[src/rtl/score_bcd_accum_pkg.sv]
// Shared definitions for the BCD score accumulator.
//   - FSM state encoding (IDLE, ADD0, ADD1, ADD2, COMMIT)
//   - BCD digit limit
//   - helper that folds unsupported line counts (5..7) to zero
package score_bcd_accum_pkg;

    localparam logic [2:0] ST_IDLE   = 3'd0;
    localparam logic [2:0] ST_ADD0   = 3'd1;
    localparam logic [2:0] ST_ADD1   = 3'd2;
    localparam logic [2:0] ST_ADD2   = 3'd3;
    localparam logic [2:0] ST_COMMIT = 3'd4;

    localparam logic [3:0] BCD_NINE  = 4'd9;

    // The playfield never clears more than four lines at once; anything
    // above that is treated as an empty event.
    function automatic logic [2:0] lines_eff(input logic [2:0] n);
        return (n > 3'd4) ? 3'd0 : n;
    endfunction

endpackage

[src/rtl/score_bcd_accum_bcd_digit_add.sv]
// Single-digit BCD adder (combinational).
//   a, b  : BCD digits (0..9)
//   cin   : carry in from the lower digit
//   sum   : corrected BCD sum digit
//   cout  : carry out to the next digit
module bcd_digit_add
    import score_bcd_accum_pkg::*;
(
    input  logic [3:0] a,
    input  logic [3:0] b,
    input  logic       cin,
    output logic [3:0] sum,
    output logic       cout
);

    logic [4:0] raw_sum;

    always_comb begin
        raw_sum = {1'b0, a} + {1'b0, b} + {4'b0000, cin};
        if (raw_sum > {1'b0, BCD_NINE}) begin
            // Decimal overflow: wrap the digit and carry into the next one.
            sum  = 4'(raw_sum - 5'd10);
            cout = 1'b1;
        end else begin
            sum  = raw_sum[3:0];
            cout = 1'b0;
        end
    end

endmodule

[src/rtl/score_bcd_accum.sv]
// Tetris score keeper: accepts line-clear events, adds the point value for
// the event to a 3-digit BCD score with one time-multiplexed digit adder,
// saturates at 999 and tracks the level.
// Ports:
//   clk        system clock
//   rst        synchronous reset, active low
//   new_game   synchronous clear of score/level/line count/sat, aborts adds
//   clr_valid  line-clear event valid (held until accepted)
//   clr_lines  lines cleared in the event (0..4, 5..7 count as 0)
//   clr_ready  high while idle and able to take an event
//   dig2..dig0 score hundreds/tens/ones (BCD), to the display scanner
//   level      current level, 0..MAX_LEVEL
//   score_upd  one-cycle pulse after each commit
//   sat        sticky flag: score saturated at 999
// The score registers only change at commit, so the display never sees a
// half-finished sum.
module score_bcd_accum
    import score_bcd_accum_pkg::*;
#(
    parameter logic [7:0] PTS1            = 8'h01,
    parameter logic [7:0] PTS2            = 8'h03,
    parameter logic [7:0] PTS3            = 8'h05,
    parameter logic [7:0] PTS4            = 8'h08,
    parameter logic [3:0] LINES_PER_LEVEL = 4'd10,
    parameter logic [3:0] MAX_LEVEL       = 4'd9
) (
    input  logic       clk,
    input  logic       rst,
    input  logic       new_game,
    input  logic       clr_valid,
    input  logic [2:0] clr_lines,
    output logic       clr_ready,
    output logic [3:0] dig2,
    output logic [3:0] dig1,
    output logic [3:0] dig0,
    output logic [3:0] level,
    output logic       score_upd,
    output logic       sat
);

    logic [2:0]  state_reg;
    logic [11:0] score_reg;
    logic [11:0] work_bus;
    logic [7:0]  pts_reg;
    logic [2:0]  lines_reg;
    logic        carry_reg;
    logic [3:0]  line_cnt_reg;
    logic [3:0]  level_reg;
    logic        sat_reg;
    logic        upd_reg;

    logic        accept;
    logic [3:0]  add_a;
    logic [3:0]  add_b;
    logic [3:0]  add_sum;
    logic        add_cout;
    logic [4:0]  cnt_sum;
    logic [3:0]  line_cnt_next;
    logic [3:0]  level_next;

    function automatic logic [7:0] pts_for(input logic [2:0] n);
        case (n)
            3'd1:    return PTS1;
            3'd2:    return PTS2;
            3'd3:    return PTS3;
            3'd4:    return PTS4;
            default: return 8'h00;
        endcase
    endfunction

    // new_game wins over a same-cycle event.
    assign accept = (state_reg == ST_IDLE) && clr_valid && !new_game;

    // Per-digit work registers: loaded from the score on accept, then each
    // one is overwritten by the shared adder in its own ADD state.
    genvar gi;
    generate
        for (gi = 0; gi < 3; gi++) begin : g_work
            localparam logic [2:0] ADD_ST = 3'(ST_ADD0 + gi);
            logic [3:0] work_reg;

            always_ff @(posedge clk) begin
                if (accept) begin
                    work_reg <= score_reg[gi*4 +: 4];
                end else if (state_reg == ADD_ST) begin
                    work_reg <= add_sum;
                end
            end

            assign work_bus[gi*4 +: 4] = work_reg;
        end
    endgenerate

    // Route the digit being worked on through the single adder. The hundreds
    // digit of the point value is always zero.
    always_comb begin
        add_a = 4'd0;
        add_b = 4'd0;
        case (state_reg)
            ST_ADD0: begin
                add_a = work_bus[3:0];
                add_b = pts_reg[3:0];
            end
            ST_ADD1: begin
                add_a = work_bus[7:4];
                add_b = pts_reg[7:4];
            end
            ST_ADD2: begin
                add_a = work_bus[11:8];
                add_b = 4'd0;
            end
            default: begin
                add_a = 4'd0;
                add_b = 4'd0;
            end
        endcase
    end

    bcd_digit_add u_digit_add (
        .a    (add_a),
        .b    (add_b),
        .cin  (carry_reg),
        .sum  (add_sum),
        .cout (add_cout)
    );

    // Line count stays below LINES_PER_LEVEL (<=15) and an event adds at most
    // four, so one subtraction is always enough.
    always_comb begin
        cnt_sum       = {1'b0, line_cnt_reg} + {2'b00, lines_reg};
        line_cnt_next = cnt_sum[3:0];
        level_next    = level_reg;
        if (cnt_sum >= {1'b0, LINES_PER_LEVEL}) begin
            line_cnt_next = 4'(cnt_sum - {1'b0, LINES_PER_LEVEL});
            if (level_reg < MAX_LEVEL) begin
                level_next = level_reg + 4'd1;
            end
        end
    end

    always_ff @(posedge clk) begin
        if (!rst || new_game) begin
            state_reg    <= ST_IDLE;
            score_reg    <= 12'h000;
            pts_reg      <= 8'h00;
            lines_reg    <= 3'd0;
            carry_reg    <= 1'b0;
            line_cnt_reg <= 4'd0;
            level_reg    <= 4'd0;
            sat_reg      <= 1'b0;
            upd_reg      <= 1'b0;
        end else begin
            upd_reg <= 1'b0;
            case (state_reg)
                ST_IDLE: begin
                    if (clr_valid) begin
                        pts_reg   <= pts_for(lines_eff(clr_lines));
                        lines_reg <= lines_eff(clr_lines);
                        carry_reg <= 1'b0;
                        state_reg <= ST_ADD0;
                    end
                end
                ST_ADD0: begin
                    carry_reg <= add_cout;
                    state_reg <= ST_ADD1;
                end
                ST_ADD1: begin
                    carry_reg <= add_cout;
                    state_reg <= ST_ADD2;
                end
                ST_ADD2: begin
                    carry_reg <= add_cout;
                    state_reg <= ST_COMMIT;
                end
                ST_COMMIT: begin
                    // A carry out of the hundreds digit means the true score
                    // passed 999; once saturated the score is pinned there.
                    if (carry_reg || sat_reg) begin
                        score_reg <= 12'h999;
                        sat_reg   <= 1'b1;
                    end else begin
                        score_reg <= work_bus;
                    end
                    line_cnt_reg <= line_cnt_next;
                    level_reg    <= level_next;
                    upd_reg      <= 1'b1;
                    state_reg    <= ST_IDLE;
                end
                default: begin
                    state_reg <= ST_IDLE;
                end
            endcase
        end
    end

    assign clr_ready = (state_reg == ST_IDLE);
    assign dig2      = score_reg[11:8];
    assign dig1      = score_reg[7:4];
    assign dig0      = score_reg[3:0];
    assign level     = level_reg;
    assign score_upd = upd_reg;
    assign sat       = sat_reg;

endmodule

[config.mk]
export PLATFORM = sky130hd
export DESIGN_NAME = score_bcd_accum
export DESIGN_NICKNAME = d
export VERILOG_FILES = /design/src/rtl/score_bcd_accum_pkg.sv /design/src/rtl/score_bcd_accum_bcd_digit_add.sv /design/src/rtl/score_bcd_accum.sv
export SDC_FILE = /design/constraint.sdc
export NUM_CORES = 1
export LEC_CHECK = 0
export ABC_AREA = 1
export ABC_CLOCK_PERIOD_IN_PS = 5170
export CAP_MARGIN = 25
export CORE_UTILIZATION = 58
export DETAILED_ROUTE_END_ITERATION = 10
export PLACE_DENSITY = 0.86
export SYNTH_ARGS = -nofsm -noshare
export SYNTH_HDL_FRONTEND = slang
export SYNTH_SLANG_ARGS = --single-unit
[constraint.sdc]
create_clock -name clk -period 5.17 [get_ports clk]
set_input_delay 0.7755 -clock clk [delete_from_list [all_inputs] [get_ports clk]]
set_output_delay 0.7755 -clock clk [all_outputs]
set_load 0.02 [all_outputs]
Fig. 1: run 1, clock nets
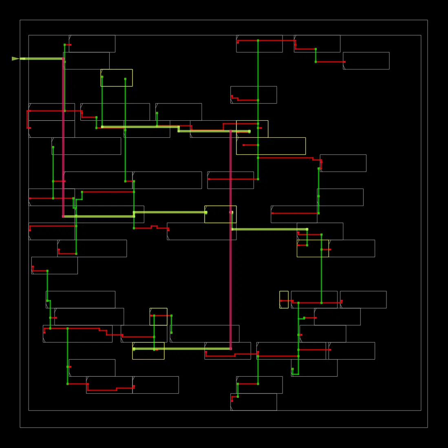
clk sinks: 45
flop count: 45
CTS buffer count: 5

Fig. 2: run 1, where the registers sit
Scale bar: 20 um. Other sequential cells in the stronger grey, the rest of the logic in the fainter grey.
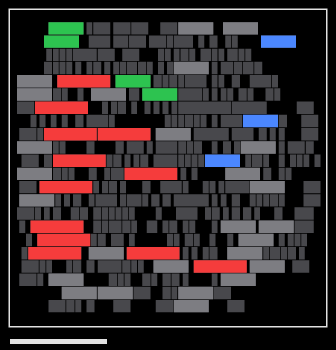
legend:
  green:
    name_in_the_netlist: level
    placed_flops: 4
  red:
    name_in_the_netlist: g_work.work_reg
    placed_flops: 12
  blue:
    name_in_the_netlist: lines_reg
    placed_flops: 3
not coloured: 26
Final Core Density: 72.0%
Flop+latch power: 0.000375 W

Fig. 3: run 1, zoomed window
Window x 34 to 64, y 1 to 31 um. Cells in grey, sequential cells in the stronger grey; small squares are vias.
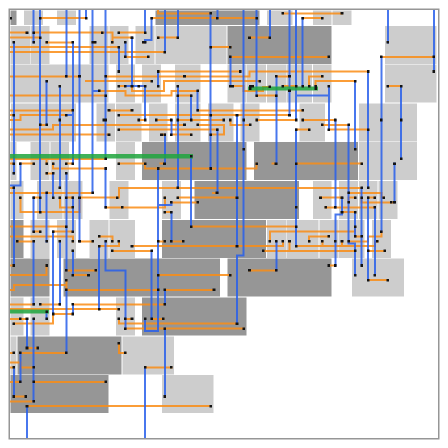
legend:
  green:
    layer: M3
  blue:
    layer: M2
  orange:
    layer: M1
cells with their middle in the window: 63
netlist names of flops here include: state_reg (3), pts_reg (2)
sequential cells in the window: 10
most frequent: nand2_1 (11), inv_1 (10), nor2_1 (10)

==> reports/qor.csv, run 1 <==
stage;metric;value;unit
pwr;leak pwr;1.22;nW
run_status;status;finished clean;
routing;drt wl/cell;13.6;um
logic_synthesis;Avg Inst Size Synth;7.59;sq um
logic_synthesis;xor and xnor area share after synthesis;0.761;%
routing;Final Routed Wirelength;5.14;mm
floorplan;DIE HEIGHT;65.0;um
logic_synthesis;simple-gate portion of the synthesized area;33.0;%
floorplan;die width;65.0;um
worst_setup_path;Setup Crit Path Kind;reg2reg;
worst_setup_path;critical path capture point type;flip-flop;
logic_synthesis;Compound-Gate Fraction of Synth Area;6.80;%
routing;via density per instance;5.35;
pwr;internal cell power;0.000527;W
run;Log Warnings;27;
placement;post-place setup slack;2.02;ns
grt;GR Util All Layers;27.8;%
placement;Routability Congestion;0.933;
sta;Max Fclk;315;MHz
floorplan;Core ar.;3740;sq um
layout;Reg area;1020;sq um
cts;htree depth;2;
cts;clk slew on worst S/H paths;0.09;ns
cts;clk buf depth;2;
run;max-cap check violation count;0;
pwr;switching power;0.000158;W
floorplan;initial core utilization;61.5;%
grt;grt total ovfl;0;
pwr;power per cell area;255;nW/um^2
logic_synthesis;post-synthesis cell type count;33;
layout;logic area;1120;sq um
cts;Hold-fix buffers, CTS;0;
routing;DRC viols;0;
routing;first drt pass iteration count;4;
pwr;Comb pwr share;6.9;%
sta;fin worst setup slack;1.99;ns
floorplan;die area;4220;sq um
routing;DRT iter0 DRCs;121;
grt;largest net degree at the start of global routing;19;
pwr;power share of the clock group;38.5;%
sta;minimum clock period;3.18;ns
-- run 1: metal layers --
layer	global-route usage, %	part of all wire (%)
met2	43.4	46
met3	7.39	4.8
met5	0	0
met4	10.6	1.1
met1	36.5	48
-- run 1: cells in the mapped netlist (all sizes together) --
master  instances  share of area [%]
inv            36                5.9
nor2           37                6.8
a22oi           1               0.33
xor2            1               0.38
dfxtp          33                 29
nand4           3               0.82
clkbuf          1               0.16
and2            1               0.27
o21ai          10                2.2
nand3          28                6.5
a31oi           1               0.27
edfxtp         12                 16
or2             1               0.27
ha             10                5.4
nor3           12                2.8
o21ba           1               0.44
nand3b          1               0.33
xnor2           1               0.38
buf             4                1.0
o211ai          1               0.33
fa              3                2.6
nand2          90                 15
a21oi          15                3.3
-- run 1: stage by stage --
step	cells	area, sq um	utilization (%)	hold slack [ns]	total power [W]
finish	379	2690	72.0	0.478	0.000686
global route	379	2690	72.0	0.496	0.000712
CTS	379	2690	72.0	0.478	0.000687
detailed placement	371	2580	69.0	0.463	0.000429
global placement	371	2580	69.0	0.458	0.000428
floorplan	303	2300	-	0.445	0.000412
-- run 1: placed cells by master (no fill, tap or decap), types with 2 or more instances in the layout --
| master | n |
|---|---|
| o21ai_0 | 9 |
| inv_1 | 34 |
| nand4_1 | 3 |
| nor2_1 | 34 |
| nand3_1 | 26 |
| nor2_4 | 2 |
| nand2_1 | 88 |
| nand3_2 | 2 |
| fa_1 | 3 |
| nor3_1 | 11 |
| inv_2 | 2 |
| dfxtp_1 | 33 |
| clkdlybuf4s50_1 | 25 |
| ha_1 | 10 |
| a21oi_1 | 15 |
| edfxtp_1 | 12 |
| clkbuf_8 | 5 |
-- run 1: cell families after synthesis --
kind of cell | Yosys count
AND/OR/NAND/NOR | 173
flip-flops | 45
buffers and inverters | 41
AND-OR/OR-AND | 29
adder cells (fa/ha/maj) | 13
XOR/XNOR | 2
-- run 1: power groups by stage --
stage	Combinational, W	Clock, W	Sequential (W)
global route	0.0000529	0.000283	0.000376
floorplan	0.0000316	0	0.000381
CTS	0.0000467	0.000266	0.000375
global placement	0.0000455	0	0.000383
finish	0.0000470	0.000264	0.000375
detailed placement	0.0000463	0	0.000383
-- run 1: layout make-up --
class	instances	area share, %
inverter	36	5.02
sequential	45	37.9
clock inverter	3	1.53
timing repair buffer	25	9.29
tap	48	2.23
clock buffer	5	2.55
multi-input combinational	217	41.5
-- run 1: critical path, stage by stage, from the launching register on --
cell and delay, ns:
dfxtp_1 0.35, inv_1 0.07, nor3_1 0.55, inv_1 0.24, nor2_1 0.19, fa_1 0.24, fa_1 0.23, xnor2_1 0.12
ha_1 0.24, a22oi_1 0.16, nand2_1 0.10, nand2_1 0.16, nand2_1 0.07, nand3_1 0.12, nand2_1 0.08
==> run 2, diff against run 1 <==
--- a/config.mk
+++ b/config.mk
@@ -6,11 +6,11 @@
 export NUM_CORES = 1
 export LEC_CHECK = 0
 export ABC_AREA = 1
-export ABC_CLOCK_PERIOD_IN_PS = 5170
+export ABC_CLOCK_PERIOD_IN_PS = 2700
 export CAP_MARGIN = 25
-export CORE_UTILIZATION = 58
+export CORE_UTILIZATION = 50
 export DETAILED_ROUTE_END_ITERATION = 10
-export PLACE_DENSITY = 0.86
+export PLACE_DENSITY = 0.79
 export SYNTH_ARGS = -nofsm -noshare
 export SYNTH_HDL_FRONTEND = slang
 export SYNTH_SLANG_ARGS = --single-unit
==> constraint.sdc (replaced) <==
create_clock -name clk -period 2.7 [get_ports clk]
set_input_delay 0.405 -clock clk [delete_from_list [all_inputs] [get_ports clk]]
set_output_delay 0.405 -clock clk [all_outputs]
set_load 0.02 [all_outputs]
Fig. 4: run 2, zoomed window
Window x 37 to 67, y 2 to 32 um. Cells in grey, sequential cells in the stronger grey; small squares are vias.
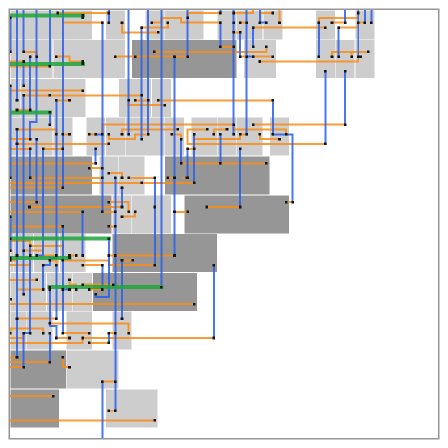
legend:
  green:
    layer: M3
  blue:
    layer: M2
  orange:
    layer: M1
netlist names of flops here include: pts_reg (3), score_reg (2)
cells with their middle in the window: 52
most frequent: nand2_1 (14), dfxtp_1 (8)
sequential cells in the window: 8

Fig. 5: run 2, drive-strength map
Scale bar: 20 um.
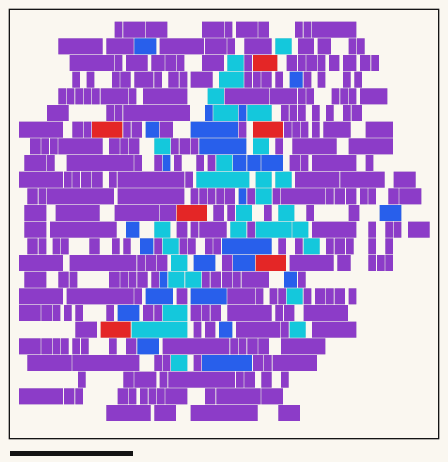
legend:
  red:
    size: x6 and larger
    cells: 6
    share: 1.7%
  purple:
    size: x1 and smaller
    cells: 293
    share: 83%
  cyan:
    size: x3 and x4
    cells: 29
    share: 8.2%
  blue:
    size: x2
    cells: 26
    share: 7.3%

==> run 2 against run 1 <==
The run now ends with negative setup slack left; register-to-register slack got worse by 2.1 ns; sequential share of layout area shrank 2.8 points; cell count is 7.1% higher; critical path type unchanged; highest routed layer unchanged.
==> reports/qor.csv, run 2 <==
stage;metric;value;unit;change
floorplan;initial core utilization;52.5;%;-9.0 points
cts;clk slew on worst S/H paths;0.08;ns;about the same
cts;Hold-fix buffers, CTS;0;;unchanged
sta;Final Setup Violations;9;;
logic_synthesis;top cells, area;dfxtp_1, edfxtp_1, nand2_1;;
layout;diode count;0;;
logic_synthesis;count of library flops with an enable pin;12;;unchanged
layout;Layout area overhead;27.4;%;
floorplan;DIE HEIGHT;69.8;um;+7.5%
grt;GR Util All Layers;25.3;%;-2.5 points
layout;Fillers;347;;
cts;clk buf depth;2;;unchanged
run;Log Warnings;29;;+7.4%
sta;Slew @ Worst Pin;0.561;ns;
run;max-cap check violation count;0;;unchanged
placement;DP Area;2680;sq um;+3.7%
layout;design area;2930;sq um;+8.8%
logic_synthesis;top cells by count;nand2_1, inv_1, nor2_1, dfxtp_1, nand3_1;;
floorplan;die width;69.8;um;+7.5%
run_status;status;finished with violations;;
placement;hpwl dp;3.86;mm;
logic_synthesis;Synth top cell by count;nand2_1;;
logic_synthesis;Avg Inst Size Synth;7.59;sq um;unchanged
sta;Max Fclk;358;MHz;+14%
logic_synthesis;post-synthesis cell type count;33;;unchanged
routing;drt wl/cell;14.2;um;+4.6%
layout;Commonest Layout Cell;nand2_1;;
logic_synthesis;most area-hungry cell type in the Yosys netlist;dfxtp_1;;
grt;grt total ovfl;0;;unchanged
worst_setup_path;critical path capture point type;flip-flop;;
grt;largest net degree at the start of global routing;19;;unchanged
logic_synthesis;Max-area cell share;28.7;%;unchanged
cts;CTS buffer count;5;;unchanged
logic_synthesis;main flop type;dfxtp_1;;
routing;first drt pass iteration count;4;;unchanged
placement;Routability Congestion;0.853;;-8.6%
layout;layout cells sized above 1;17.2;%;
layout;most frequent cells in the layout;nand2_1, nor2_1, inv_1, dfxtp_1, clkdlybuf4s50_1;;
cts;CTS tree;yes;;
logic_synthesis;Synth async-reset ratio;0;%;unchanged
cts;htree depth;2;;unchanged
layout;Final Core Density;66.8;%;-5.1 points
routing;Final Routed Wirelength;5.76;mm;+12%
cts;clk sinks;45;;unchanged
sta;minimum clock period;2.80;ns;-0.381 ns
sta;Final Hold Fails;0;;
worst_setup_path;R2R Setup Slk;-0.1;ns;
routing;via density per instance;5.32;;-0.62%
pwr;power per cell area;422;nW/um^2;+66%
routing;DRT iter0 DRCs;91;;-25%
pwr;leak pwr;1.33;nW;+9.3%
placement;placed cells;386;;+4.0%
worst_setup_path;Setup Crit Path Kind;reg2reg;;
sta;fin worst setup slack;-0.0951;ns;-2.09 ns
worst_setup_path;Required @ worst endpoint;2.76;ns;
logic_synthesis;Yosys Chip Area;2300;sq um;
floorplan;die area;4880;sq um;+15%
run_status;failing checks;negative setup slack;;
routing;DRC viols;0;;unchanged
floorplan;Core ar.;4380;sq um;+17%
layout;Finished Layout Cells;406;;+7.1%
Fig. 6: run 2, where the registers sit
Scale bar: 20 um. Other sequential cells in the stronger grey, the rest of the logic in the fainter grey.
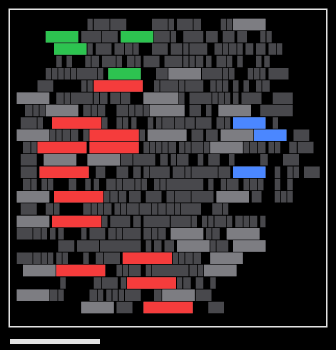
legend:
  blue:
    name_in_the_netlist: lines_reg
    placed_flops: 3
  red:
    name_in_the_netlist: g_work.work_reg
    placed_flops: 12
  green:
    name_in_the_netlist: level
    placed_flops: 4
    where: north-west
not coloured: 26

run 2: how the worst max path moves through the flow:
stage	from	to	slack (ns)	depth (start not counted)
2_1_floorplan	state_reg[2]$_SDFFE_PP0P_	g_work[0].work_reg[3]$_DFFE_PP_	0.003	15
3_3_place_gp	state_reg[2]$_SDFFE_PP0P_	g_work[0].work_reg[3]$_DFFE_PP_	0.02	15
3_5_place_dp	state_reg[2]$_SDFFE_PP0P_	g_work[0].work_reg[3]$_DFFE_PP_	-0.14	15
4_1_cts	state_reg[2]$_SDFFE_PP0P_	g_work[0].work_reg[3]$_DFFE_PP_	-0.05	15
5_1_grt	state_reg[2]$_SDFFE_PP0P_	g_work[1].work_reg[3]$_DFFE_PP_	-0.16	15
6_report	state_reg[2]$_SDFFE_PP0P_	g_work[0].work_reg[3]$_DFFE_PP_	-0.1	14
run 2: metrics by stage:
step	worst slack, ns	power, W	hold slack, ns
2_1_floorplan	0.00343	0.000790	0.445
3_3_place_gp	0.0227	0.000829	0.454
3_5_place_dp	-0.143	0.000832	0.459
4_1_cts	-0.0473	0.00124	0.471
5_1_grt	-0.159	0.00128	0.492
6_report	-0.0951	0.00124	0.470
run 2: final cells by class:
| cell class | instances | area, sq um | share of cell area (%) |
|---|---|---|---|
| Multi-Input combinational cell | 217 | 1190 | 40.7 |
| Sequential cell | 45 | 1030 | 35.1 |
| Timing Repair Buffer | 48 | 429 | 14.6 |
| Inverter | 36 | 135 | 4.61 |
| Clock buffer | 7 | 76.3 | 2.60 |
| Tap cell | 52 | 65.1 | 2.22 |
| Clock inverter | 1 | 3.75 | 0.128 |
run 2: worst max-delay path: stages, from the launching register on:
cell,delay (ns)
dfxtp_4,0.39
buf_6,0.11
nor3_2,0.04
nand2_1,0.07
nand3_2,0.09
fa_2,0.39
fa_2,0.57
inv_2,0.06
ha_4,0.16
a22oi_2,0.20
nand2_2,0.13
nand2_4,0.10
nand3b_1,0.10
nand2_2,0.10
nand2_2,0.06
run 2: per-layer routing:
| metal | global-route usage [%] | wire [um] |
|---|---|---|
| met5 | 0 | 0 |
| met4 | 9.56 | 142 |
| met3 | 4.51 | 337 |
| met2 | 45.6 | 2820 |
| met1 | 29.6 | 2460 |
run 2: logic make-up after synthesis:
logic type / share of synthesized area (%)
adder cells (fa/ha/maj): 8.05
flip-flops: 44.4
AND-OR/OR-AND: 6.80
XOR/XNOR: 0.761
AND/OR/NAND/NOR: 33.0
buffers and inverters: 7.07
run 2: what timing repair did:
item / 4_1_cts / 5_1_grt
pin swaps: 13 / 11
endpoints found under the hold margin: 0 / 0
endpoints found under the setup margin: 9 / 11
resized: 15 / 8
setup buffers: 12 / 0
run 2: power by group:
part / leakage (nW) / internal [W] / total [W] / switching [W]
Combinational: 0.910 / 0.0000489 / 0.000121 / 0.0000721
Clock: 0.0399 / 0.000180 / 0.000397 / 0.000217
Sequential: 0.385 / 0.000707 / 0.000717 / 0.00000973
Fig. 7: run 2, clock network drawn from the DEF
Scale bar: 20 um.
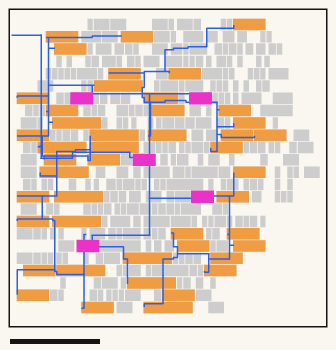

==> run 3, diff against run 2 <==
--- a/config.mk
+++ b/config.mk
@@ -6,11 +6,12 @@
 export NUM_CORES = 1
 export LEC_CHECK = 0
 export ABC_AREA = 1
-export ABC_CLOCK_PERIOD_IN_PS = 2700
+export ABC_CLOCK_PERIOD_IN_PS = 3100
 export CAP_MARGIN = 25
-export CORE_UTILIZATION = 50
+export CORE_UTILIZATION = 55
 export DETAILED_ROUTE_END_ITERATION = 10
-export PLACE_DENSITY = 0.79
+export PLACE_DENSITY = 0.82
+export SLEW_MARGIN = 0
 export SYNTH_ARGS = -nofsm -noshare
 export SYNTH_HDL_FRONTEND = slang
 export SYNTH_SLANG_ARGS = --single-unit
==> constraint.sdc (replaced) <==
create_clock -name clk -period 3.1 [get_ports clk]
set_input_delay 0.465 -clock clk [delete_from_list [all_inputs] [get_ports clk]]
set_output_delay 0.465 -clock clk [all_outputs]
set_load 0.02 [all_outputs]
Fig. 8: run 3, clock network drawn from the DEF
Scale bar: 20 um.
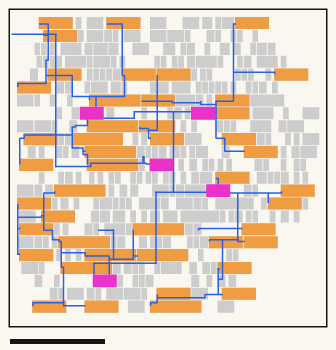
legend:
  blue:
    item: clock wires
    length: 514 um
  magenta:
    item: clock-net drivers
    count: 5
  orange:
    item: flip-flops
    count: 45
flops lie: widely spread
power share of the clock group: 33.2%
Worst Skew: 0.00797 ns

Fig. 9: run 3, drive-strength map
Scale bar: 20 um.
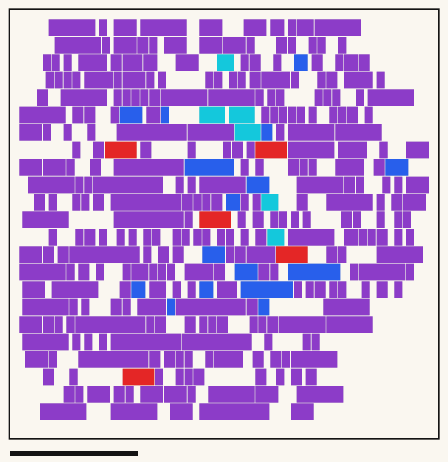
legend:
  red:
    size: x6 and larger
    cells: 5
    share: 1.5%
  cyan:
    size: x3 and x4
    cells: 6
    share: 1.8%
  blue:
    size: x2
    cells: 16
    share: 4.8%
  purple:
    size: x1 and smaller
    cells: 307
    share: 92%
Non-clk bufs: 28
Layout area overhead: 17.6%
design area: 2710 sq um
fin worst setup slack: 0.123 ns

==> run 3 against run 2 <==
The flow now finishes without violations; flip-flop count unchanged; cell count is 5.4% lower; synthesized cell count unchanged; total power fell by 14%; utilization is 0.79 points higher; critical path type unchanged; critical endpoint unchanged; routed wire length shrank 14%.
==> reports/qor.csv, run 3 <==
stage;metric;value;unit;change
logic_synthesis;post-synthesis cell type count;33;;unchanged
placement;placed cells;376;;-2.6%
layout;most frequent cells in the layout;nand2_1, inv_1, nor2_1, dfxtp_1, nand3_1;;
routing;via density per instance;5.24;;-1.3%
logic_synthesis;Top logic family;simple AND/OR/NAND/NOR gates;;
floorplan;die area;4450;sq um;-8.8%
routing;drt wl/cell;12.8;um;-9.6%
layout;Finished Layout Cells;384;;-5.4%
logic_synthesis;Avg Inst Size Synth;7.59;sq um;unchanged
logic_synthesis;Synth top cell by count;nand2_1;;
logic_synthesis;xor and xnor area share after synthesis;0.761;%;unchanged
pwr;leak pwr;1.23;nW;-7.9%
sta;Slew @ Worst Pin;0.534;ns;-0.0276 ns
placement;Routability Congestion;0.882;;+3.4%
logic_synthesis;count of library flops with an enable pin;12;;unchanged
pwr;switching power;0.000256;W;-14%
worst_setup_path;CP delay by family, top;adder cells;;
logic_synthesis;Compound-Gate Fraction of Synth Area;6.80;%;unchanged
logic_synthesis;simple-gate portion of the synthesized area;33.0;%;unchanged
worst_setup_path;Critical Path Max Stage Delay;0.57;ns;about the same
cts;Hold-fix buffers, CTS;0;;unchanged
logic_synthesis;most area-hungry cell type in the Yosys netlist;dfxtp_1;;
pwr;Comb pwr share;7.6;%;-2.2 points
worst_setup_path;R2R Setup Slk;0.12;ns;+0.22 ns
logic_synthesis;mux cell area share after synthesis;0;%;unchanged
cts;CTS tree;yes;;
layout;Final Core Density;67.6;%;+0.79 points
routing;DRT iter0 DRCs;112;;+23%
logic_synthesis;Max-area cell share;28.7;%;unchanged
grt;grt total ovfl;0;;unchanged
logic_synthesis;top cells, area;dfxtp_1, edfxtp_1, nand2_1;;
pwr;power per cell area;391;nW/um^2;-7.3%
sta;Hold WS;0.473;ns;+0.00227 ns
cts;clk sinks;45;;unchanged
logic_synthesis;Synth async-reset ratio;0;%;unchanged
layout;diode count;0;;unchanged
worst_setup_path;Required @ worst endpoint;3.16;ns;+0.40 ns
worst_setup_path;critical path capture point type;flip-flop;;
cts;Post-CTS Setup Bufs;0;;-12
worst_setup_path;highest-delay cell along the critical path;fa_2;;
routing;first drt pass iteration count;4;;unchanged
cts;clk buf depth;2;;unchanged
floorplan;initial core utilization;57.5;%;+5.0 points
routing;Final Routed Wirelength;4.92;mm;-14%
logic_synthesis;main flop type;dfxtp_1;;
routing;DRC viols;0;;unchanged
run;Log Warnings;27;;-6.9%
placement;hpwl dp;3.59;mm;-7.0%
floorplan;die width;66.7;um;-4.5%
pwr;Sw Ratio;24.2;%;about the same
pwr;share of power burned in registers;59.1;%;+1.1 points
grt;largest net degree at the start of global routing;19;;unchanged
run;max-cap check violation count;0;;unchanged
cts;htree depth;2;;unchanged
worst_setup_path;worst path cell trace;nor2_1 > inv_1 > nor2_1 > nand2_1 > nand3_1 > fa_2 > fa_2 > inv_1 > ha_1 > a22oi_1 > nand2_1 > nand2_2 > nand3b_1 > nand2_1 > nand2_1;;
worst_setup_path;Worst Setup SP;state_reg[2]$_SDFFE_PP0P_;;
floorplan;DIE HEIGHT;66.7;um;-4.5%
layout;layout cells sized above 1;8.08;%;-9.1 points
layout;Commonest Layout Cell;nand2_1;;
cts;CTS buffer count;5;;unchanged
placement;post-place setup slack;0.0639;ns;+0.207 ns
logic_synthesis;post-synthesis adder-cell area fraction;8.05;%;unchanged
run_status;status;finished clean;;
Fig. 10: run 3, zoomed window
Window x 35 to 65, y 2 to 32 um. Cells in grey, sequential cells in the stronger grey; small squares are vias.
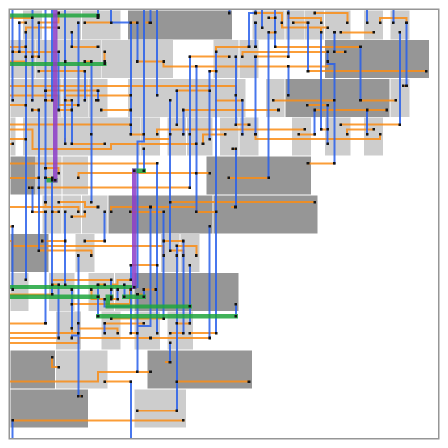
legend:
  blue:
    layer: M2
  green:
    layer: M3
  orange:
    layer: M1
  purple:
    layer: M4
sequential cells in the window: 8
most frequent: nand2_1 (12), dfxtp_1 (8), nand3_1 (7)
netlist names of flops here include: pts_reg (4), score_reg (2)
cells with their middle in the window: 54

[run 3: cell counts after synthesis]
No cell type changed its count.
[run 3: path summary, 6_finish.rpt]
path,endpoint,cells past startpoint
setup reg to reg,g_work[0].work_reg[3]$_DFFE_PP_,15
setup / recovery,g_work[0].work_reg[3]$_DFFE_PP_,15
hold reg to reg,pts_reg[3]$_SDFFE_PP0P_,2
hold / removal,pts_reg[3]$_SDFFE_PP0P_,2
[run 3: power by group through the flow]
stage               Clock, W  Combinational, W  Sequential (W)
floorplan                  0         0.0000527        0.000635
global placement           0         0.0000777        0.000638
detailed placement         0         0.0000790        0.000638
CTS                 0.000355         0.0000799        0.000624
global route        0.000382         0.0000898        0.000626
finish              0.000351         0.0000808        0.000624
[run 3: metal layers]
layer	global-route usage, %	vias up	part of all wire (%)	wire, um
met5	0	-	0	0
met4	9.04	0	1.7	82
met3	5.99	11	5.1	250
met2	39.1	48	47	2290
met1	31.9	923	47	2300
li1	-	1032	-	-
[run 3: cell families after synthesis]
group | Yosys count
AND/OR/NAND/NOR | 173
XOR/XNOR | 2
adder cells (fa/ha/maj) | 13
AND-OR/OR-AND | 29
flip-flops | 45
buffers and inverters | 41
[run 3: worst min-delay path, stage by stage (launching register included)]
cell and delay, ns:
dfxtp_1 0.31, nand2_1 0.06, a21oi_1 0.06
[run 3: cell type report]
cell class	count	area, sq um	share of cell area, %
repair buffers	28	273	10.1
multi-input cells	217	1130	41.8
clock buffers	6	72.6	2.68
flip-flops and latches	45	1020	37.8
well taps	50	62.6	2.31
inverters	36	135	5.00
clock inverters	2	10.0	0.370
[run 3: timing repair]
action,CTS,global route
endpoints found under the setup margin,0,10
endpoints found under the hold margin,0,0
gates resized,0,5
[run 3: per-stage QoR]
step | instance area, sq um | total power [W] | TNS [ns]
2_1_floorplan | 2300 | 0.000688 | 0
3_3_place_gp | 2610 | 0.000716 | 0
3_5_place_dp | 2610 | 0.000717 | 0
4_1_cts | 2690 | 0.00106 | 0
5_1_grt | 2710 | 0.00110 | -0.0422
6_report | 2710 | 0.00106 | 0
Power and IR drop assume default switching activity.
